run_1/metal_stack.png
Only two layers are drawn.
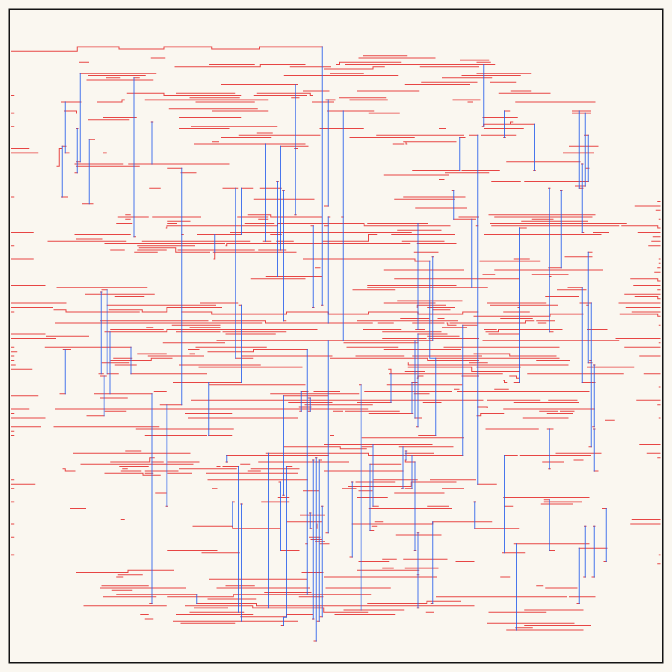
run_1/met3.png
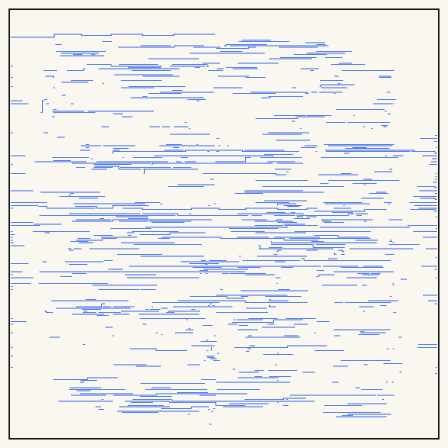
run_1/final_congestion.png
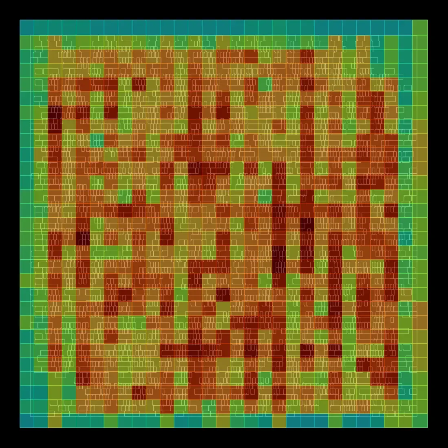
run_1/registers.png
Other sequential cells in the stronger grey, the rest of the logic in the fainter grey.
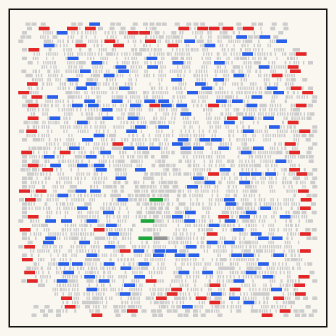
--- src/rtl/instr_dispatch_pkg.sv ---
// Shared types and configuration for the instruction dispatch stage.
package instr_dispatch_pkg;

  localparam int FETCH_WIDTH = 2;
  localparam int POP_LATENCY = 1;
  localparam int HOLD_DEPTH  = 3 * FETCH_WIDTH;
  localparam int CNT_W       = $clog2(HOLD_DEPTH + 1);
  localparam int ISSUE_CNT_W = $clog2(FETCH_WIDTH + 1);

  typedef struct packed {
    logic [31:0] pc;
    logic [7:0]  uop;
    logic        valid;
  } decoded_instr_t;

endpackage

--- src/rtl/instr_hold_queue.sv ---
// In-order compacting shift queue: drops an accepted prefix and appends the
// valid subset of incoming entries behind the survivors in one cycle.
module instr_hold_queue #(
  parameter int WIDTH   = 8,
  parameter int DEPTH   = 6,
  parameter int IN_CNT  = 2,
  parameter int OUT_CNT = 2,
  parameter int CNT_W   = $clog2(DEPTH + 1),
  parameter int POP_W   = $clog2(OUT_CNT + 1)
) (
  input  logic              clk_i,
  input  logic              rst_ni,
  input  logic              clr_i,
  input  logic [WIDTH-1:0]  in_data_i [IN_CNT],
  input  logic [IN_CNT-1:0] in_valid_i,
  input  logic [POP_W-1:0]  pop_cnt_i,
  output logic [WIDTH-1:0]  out_data_o [OUT_CNT],
  output logic [CNT_W-1:0]  count_o
);

  logic [WIDTH-1:0] mem_q   [DEPTH];
  logic [WIDTH-1:0] mem_d   [DEPTH];
  logic [WIDTH-1:0] shifted [DEPTH];
  logic [CNT_W-1:0] count_q, count_d, wr_idx;

  for (genvar gi = 0; gi < DEPTH; gi++) begin : g_shift
    logic [WIDTH-1:0] cand [OUT_CNT+1];
    for (genvar gs = 0; gs <= OUT_CNT; gs++) begin : g_cand
      if (gi + gs < DEPTH) begin : g_in
        assign cand[gs] = mem_q[gi+gs];
      end else begin : g_past_end
        assign cand[gs] = mem_q[gi];
      end
    end
    assign shifted[gi] = (pop_cnt_i <= POP_W'(OUT_CNT)) ? cand[pop_cnt_i] : mem_q[gi];
  end

  // Arrivals land behind the surviving entries; invalid slots are skipped.
  always_comb begin
    mem_d  = shifted;
    wr_idx = count_q - CNT_W'(pop_cnt_i);
    for (int j = 0; j < IN_CNT; j++) begin
      if (in_valid_i[j]) begin
        if (wr_idx < CNT_W'(DEPTH)) mem_d[wr_idx] = in_data_i[j];
        wr_idx = wr_idx + CNT_W'(1);
      end
    end
    count_d = clr_i ? '0 : wr_idx;
  end

  always_ff @(posedge clk_i) begin
    mem_q <= mem_d;
  end

  always_ff @(posedge clk_i or negedge rst_ni) begin
    if (!rst_ni) count_q <= '0;
    else         count_q <= count_d;
  end

  for (genvar gi = 0; gi < OUT_CNT; gi++) begin : g_out
    assign out_data_o[gi] = mem_q[gi];
  end

  assign count_o = count_q;

  a_no_overflow: assert property (@(posedge clk_i) disable iff (!rst_ni)
    count_d <= CNT_W'(DEPTH));

endmodule

--- src/rtl/instr_dispatch.sv ---
// Dispatch stage: pops decoded-instruction pairs from the buffer and presents
// the oldest held instructions to rename/issue in program order.
module instr_dispatch
  import instr_dispatch_pkg::*;
(
  input  logic                   i_clk,
  input  logic                   i_rst_n,
  output logic                   o_dequeue,
  input  decoded_instr_t         i_instrs [0:FETCH_WIDTH-1],
  input  logic                   i_flush,
  output decoded_instr_t         o_issue [0:FETCH_WIDTH-1],
  input  logic [ISSUE_CNT_W-1:0] i_issue_cnt,
  output logic                   o_empty
);

  localparam int W = $bits(decoded_instr_t);

  logic                   inflight_q, inflight_d;
  logic                   capture;
  logic [FETCH_WIDTH-1:0] resp_mask, arr_valid, mask_inc;
  logic [W-1:0]           arr_data  [FETCH_WIDTH];
  logic [W-1:0]           head_data [FETCH_WIDTH];
  logic [CNT_W-1:0]       count;
  logic [ISSUE_CNT_W-1:0] pop_cnt;

  // A pop is only issued if the queue can absorb it plus any pair still in flight.
  assign o_dequeue = i_rst_n && !i_flush &&
    (int'(count) + (inflight_q ? POP_LATENCY * FETCH_WIDTH : 0) <= HOLD_DEPTH - FETCH_WIDTH);
  assign inflight_d = o_dequeue;
  assign capture    = inflight_q && !i_flush;
  assign pop_cnt    = i_flush ? '0 : i_issue_cnt;
  assign o_empty    = (count == '0) && !inflight_q;
  assign mask_inc   = resp_mask + FETCH_WIDTH'(1);

  always_ff @(posedge i_clk or negedge i_rst_n) begin
    if (!i_rst_n) inflight_q <= 1'b0;
    else          inflight_q <= inflight_d;
  end

  for (genvar gi = 0; gi < FETCH_WIDTH; gi++) begin : g_slot
    assign resp_mask[gi] = i_instrs[gi].valid;
    assign arr_valid[gi] = capture && i_instrs[gi].valid;
    assign arr_data[gi]  = i_instrs[gi];
    assign o_issue[gi]   = {head_data[gi][W-1:1], (count > CNT_W'(gi))};
  end

  instr_hold_queue #(
    .WIDTH   (W),
    .DEPTH   (HOLD_DEPTH),
    .IN_CNT  (FETCH_WIDTH),
    .OUT_CNT (FETCH_WIDTH)
  ) u_hold (
    .clk_i      (i_clk),
    .rst_ni     (i_rst_n),
    .clr_i      (i_flush),
    .in_data_i  (arr_data),
    .in_valid_i (arr_valid),
    .pop_cnt_i  (pop_cnt),
    .out_data_o (head_data),
    .count_o    (count)
  );

  a_issue_cnt_legal: assert property (@(posedge i_clk) disable iff (!i_rst_n)
    !i_flush |-> (int'(i_issue_cnt) <= FETCH_WIDTH && int'(i_issue_cnt) <= int'(count)));

  a_resp_prefix: assert property (@(posedge i_clk) disable iff (!i_rst_n)
    capture |-> ((resp_mask & mask_inc) == '0));

endmodule

--- config.mk ---
export PLATFORM = sky130hd
export DESIGN_NAME = instr_dispatch
export DESIGN_NICKNAME = d
export VERILOG_FILES = /design/src/rtl/instr_dispatch_pkg.sv /design/src/rtl/instr_hold_queue.sv /design/src/rtl/instr_dispatch.sv
export SDC_FILE = /design/constraint.sdc
export NUM_CORES = 1
export LEC_CHECK = 0
export ABC_AREA = 1
export CORE_MARGIN = 5
export CORE_UTILIZATION = 50
export CTS_BUF_LIST = sky130_fd_sc_hd__clkbuf_8
export CTS_CLUSTER_DIAMETER = 30
export DETAILED_ROUTE_END_ITERATION = 12
export GPL_ROUTABILITY_DRIVEN = 0
export PLACE_DENSITY = 0.68
export SLEW_MARGIN = 20
export SYNTH_ARGS = -nofsm -noshare
export SYNTH_HDL_FRONTEND = slang
export SYNTH_SLANG_ARGS = --single-unit
--- constraint.sdc ---
create_clock -name i_clk -period 6.5 [get_ports i_clk]
set_input_delay 1.625 -clock i_clk [delete_from_list [all_inputs] [get_ports i_clk]]
set_output_delay 1.625 -clock i_clk [all_outputs]
set_load 0.02 [all_outputs]
==> flow_summary.toml, run 1 <==
# physical design summary
[final_layout]
clock_buffers = 94
most-common-layout-cells = "2304 x nand2_1, 277 x inv_1, 246 x nand3_1, 240 x dfxtp_1, 168 x clkdlybuf4s50_1"
layout.nets = 3614
logic_area_um2 = 10900
cell_class_ranked_first_by_area = "logic gates"
combAreaFraction_pct = 51.8
area_share_nonclk_buffers_pct = 10.2
nNonClkInverters = 261
most_frequent_logic_cell_in_the_layout = "nand2_1"
final_area_um2 = 21100
diodes = 1
buffers = 224
stdcell_count = 4038
drive_above_1_share_pct = 5.51
largest_register_ffs = 160
syn2layout_area_growth_pct = 15.9
final.fill_count = 3648
multi_input_comb_cells = 2714

[global_route]
groute.usage.overall_pct = 33.7
globalRouteMet2Util_pct = 54.5
antenna_violations_before_repair = 1
first_global_vias = 20000
globalRouteOverflowTotal = 0
grt_max_degree = 89
grt_pass1_wl_um = 110000

[placement]
dp_worst_setup_slack_ns = 1.23
place.detailed.instances = 3904
cell_area_after_placement_um2 = 19500
placement.io_buffers = 170
post-dp-hpwl_um = 40700

[setup_path]
worst-path-max-fanout = 14
worstSetupEndpoint = "o_dequeue"
critical_path_class = "input port to output pin"
r2r_setup_slack_ns = 3.17
worst_ep_arrival_time_ns = 3.66
r2r-end = "u_hold.out_data_o[60]"
slowest_stage = "clkdlybuf4s50_1"
regToRegStartpoint = "u_hold.count_o[0]"
critical_path.cell_chain = "clkdlybuf4s50_1 -> inv_2 -> o2111a_1 -> clkdlybuf4s50_1"
timing.critical_path.from = "i_flush"
critical-path-max-stage-delay_ns = 0.66
timing.critical_path.from_type = "input port"
critPathRequiredTime_ns = 4.88
cp_num_buf_inv = 3
r2r_cells = 13
worst_path_dominant_cell_family = "buffers and inverters"
cp_common_cell = "clkdlybuf4s50_1"
timing.critical_path.to_type = "output pin"

[sta]
final.setup_skew_ns = 0.0234
worst-slew-pin-transition_ns = 1.16
fmaxAchievable_ghz = 0.189
setup_ws_ns = 1.21
final_max_slew_viol_count = 0
finalSetupViolCount = 0
timing.setup.tns_ns = 0
finalCritPeriodShare_pct = 81.4
hold_ws_ns = 0.592
hold_violations = 0
period_minus_slack_ns = 5.29
max-slew-margin-rel_pct = 22.1

[power]
cellInternalPower_w = 0.00442
power-per-cell-area_nw_per_um2 = 347
switchingPower_w = 0.00290
power_top_consumer = "combinational logic"
p_clk_share_pct = 31.2
seqPwrFrac_pct = 32.7
switching_share_pct = 39.7
vdd.ir_drop.worst_v = 0.000183
powerClk_w = 0.00228
combPwrFrac_pct = 36.1
total_power_w = 0.00732

[outcome]
run_status = "finished clean"

[floorplanning]
design.die.area_um2 = 40300
total_i_o_pin_count = 171
floorplan.initialDensity_pct = 50.9
die_h_um = 201
fp.dieW_um = 201
well_taps = 461
core-area_um2 = 35700
floorplan.rows = 69

[yosys]
yosys.stat.seqShare_pct = 27.0
synthFlopType = "dfxtp_1"
post_synthesis_cell_type_with_the_largest_combined_area = "nand2_1"
yosysCellCount = 3514
xor_area_share_pct = 0
ys_types = 23
post_synth_ao_oa_area_fraction_pct = 2.44
enable_flop_cells = 0
async_reset_ff_share_pct = 1.64
ys_top_cells_by_count = "2310 x nand2_1, 253 x inv_1, 247 x nand3_1, 240 x dfxtp_1, 125 x clkbuf_1"
yosys-mux-area-fraction_pct = 0
postSynthNetCount = 3607
synth-warning-count = 0
ys_top_logic_family = "simple AND/OR/NAND/NOR gates"
top_cell_area_share_pct = 47.7
yosys-stat-area_um2 = 18200
synthTopCellsByArea = "nand2_1 48%, dfxtp_1 26%, nand3_1 6.8%, inv_1 5.2%, buf_4 3.3%"
postSynthCellCount = 3514
ys_seq_elements = 244
synth_simple_gate_area_share_pct = 56.5
mappedNetlistArea_um2 = 18200

[job]
timing.max_cap.violations = 0
warning_total_across_the_stage_logs = 26

[worst_hold_path]
whs_path_depth = 4
endpoint_of_the_worst_hold_timing_path = "u_hold.g_shift[3].cand[10]"

[route]
route.top_layer_used = "met4"
wl_per_cell_um = 17.7
drt.antenna.violating_nets = 0
drt_iter0_drc = 2247
viasPerCell = 5.33
wirelength_met1_um = 29100
length_of_routed_met3_wiring_um = 7750
detail_route.drc_violations = 0
drt_pass1_iterations = 6

[cts]
cts_max_level = 3
cts_buffers = 76
cts_hold_buf = 0
clock-sinks = 244
register_clock_pin_slew_on_the_reported_worst_setup_and_hold_paths_ns = 0.04
post-cts-setup-buffer-count = 0
ctsLongestPathBuffers = 3
cts_resized = 0
cts_root_buffer = "clkbuf_8"
worstSkewPairLatency_ns = 0.62
## Picture notes: metal_stack.png
| layer | colour | wire length |
|---|---|---|
| met4 | blue | 2670 µm |
| met3 | red | 7750 µm |
via count: 21500
WL final: 71300 µm

## Picture notes: met3.png
longest straight run: 96.1 µm
main direction: horizontal
wire length on this layer: 7750 µm
global routing usage on met3: 6.77%

## Picture notes: final_congestion.png
met1 routing resource usage after global routing: 43.6%
gr busiest metal: met2

## Picture notes: registers.png
| signal | colour | sequential cells |
|---|---|---|
| `u_hold.out_data_o` | red | 80 |
| `u_hold.g_shift.cand` | blue | 160 |
| `u_hold.count_o` | green | 3 |
not coloured: 1
FF+latch area: 4900 µm²
Layout Utilization: 59.0%
Seq power: 0.00240 W
sequential fraction of total cell area: 23.3%

## Run 2: what changed since run 1
Clock period 6.5 ns to 5.4 ns, I/O delays scaled along.
==> flow_summary.toml, run 2 <==
# physical design summary
[setup_path]
r2r_cells = 14
worst_path_dominant_cell_family = "buffers and inverters"
r2r_setup_slack_ns = 2.11
critical_path_class = "input port to output pin"
worst_ep_arrival_time_ns = 3.09
critical_path.cell_chain = "clkdlybuf4s50_1 -> inv_2 -> o2111a_1 -> clkdlybuf4s50_1"
critPathRequiredTime_ns = 4.05
timing.critical_path.from = "i_flush"
critical-path-max-stage-delay_ns = 0.64
regToRegStartpoint = "u_hold.count_o[0]"
cp_num_buf_inv = 3
r2r-end = "u_hold.out_data_o[39]"
timing.critical_path.from_type = "input port"
cp_common_cell = "clkdlybuf4s50_1"

[final_layout]
largest_register_ffs = 160
ff_latch_area_um2 = 4900
drive_above_1_share_pct = 5.83
combAreaFraction_pct = 51.5
syn2layout_area_growth_pct = 16.5
layout.nets = 3623
most-common-layout-cells = "2304 x nand2_1, 275 x inv_1, 246 x nand3_1, 240 x dfxtp_1, 168 x clkdlybuf4s50_1"
clock_buffers = 96
cell_class_ranked_first_by_area = "logic gates"
nNonClkInverters = 261
post-route-util_pct = 59.3
diodes = 0
final_area_um2 = 21200
most_frequent_logic_cell_in_the_layout = "nand2_1"
sh_seq_area_pct = 23.2
multi_input_comb_cells = 2714

[yosys]
yosys-mux-area-fraction_pct = 0
post_synthesis_cell_type_with_the_largest_combined_area = "nand2_1"
mappedNetlistArea_um2 = 18200
top_cell_area_share_pct = 47.7
synthTopCellsByArea = "nand2_1 48%, dfxtp_1 26%, nand3_1 6.8%, inv_1 5.2%, buf_4 3.3%"
postSynthCellCount = 3514
yosys-stat-area_um2 = 18200
synth-warning-count = 0
ys_top_cells_by_count = "2310 x nand2_1, 253 x inv_1, 247 x nand3_1, 240 x dfxtp_1, 125 x clkbuf_1"
ys_types = 23
yosys.stat.seqShare_pct = 27.0
yosysCellCount = 3514
ys_seq_elements = 244
synth_simple_gate_area_share_pct = 56.5

[global_route]
grt.met1_usage_pct = 43.6
first_global_vias = 20000
globalRouteMet2Util_pct = 54.8
grt_max_degree = 89
grt_pass1_wl_um = 110000
grt-busiest-layer = "met2"
globalRouteOverflowTotal = 0

[sta]
fmaxAchievable_ghz = 0.225
period_minus_slack_ns = 4.44
finalSetupViolCount = 0
final_max_slew_viol_count = 0
max-slew-margin-rel_pct = 21.0
timing.setup.tns_ns = 0
worst-slew-pin-transition_ns = 1.18
hold_violations = 0
finalCritPeriodShare_pct = 82.2

[cts]
clock-sinks = 244
worstSkewPairLatency_ns = 0.63
register_clock_pin_slew_on_the_reported_worst_setup_and_hold_paths_ns = 0.05
cts_resized = 0
ctsLongestPathBuffers = 3
cts_hold_buf = 0
post-cts-setup-buffer-count = 0

[worst_hold_path]
whs_path_depth = 4
endpoint_of_the_worst_hold_timing_path = "u_hold.g_shift[3].cand[20]"

[power]
vdd.ir_drop.worst_v = 0.000212
seqPwrFrac_pct = 32.6
power-per-cell-area_nw_per_um2 = 418
switchingPower_w = 0.00349
total_power_w = 0.00884
power_top_consumer = "combinational logic"
switching_share_pct = 39.5
powerClk_w = 0.00279
p_clk_share_pct = 31.5
cellInternalPower_w = 0.00535

[route]
drt_pass1_iterations = 6
wirelength_met1_um = 28700
drt_iter0_drc = 2159
drt.antenna.violating_nets = 0
viasPerCell = 5.34
detail_route.drc_violations = 0
route.top_layer_used = "met4"
length_of_routed_met3_wiring_um = 7300

[job]
timing.max_cap.violations = 0
warning_total_across_the_stage_logs = 26

[floorplanning]
fp.dieW_um = 201
floorplan.initialDensity_pct = 50.9
die_h_um = 201
design.die.area_um2 = 40300

[placement]
placement.io_buffers = 170
place.detailed.instances = 3912
post-dp-hpwl_um = 41000
cell_area_after_placement_um2 = 19600

[outcome]
run_status = "finished clean"
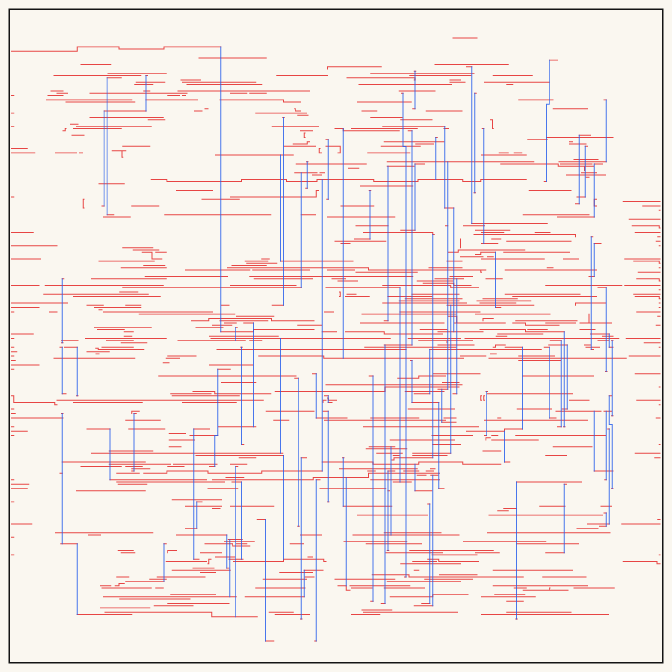
run_2/metal_stack.png
Only two layers are drawn.
| layer | colour | wire length |
|---|---|---|
| met3 | red | 7300 µm |
| met4 | blue | 2890 µm |
WL per Instance: 17.5 µm
global router's overall resource usage: 33.8%
via count: 21600
WL final: 70900 µm

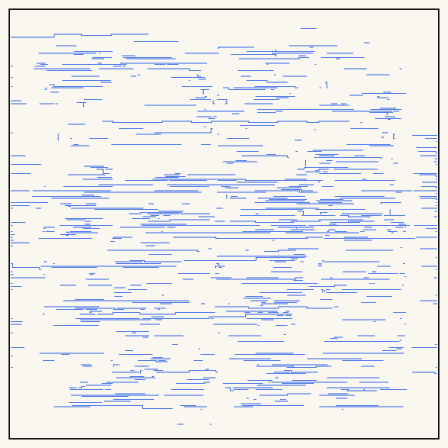
run_2/met3.png
main direction: horizontal
share of all routed wire: 10%
wire length on this layer: 7300 µm
global routing usage on met3: 6.87%

Power is estimated from default activity; no workload was simulated.
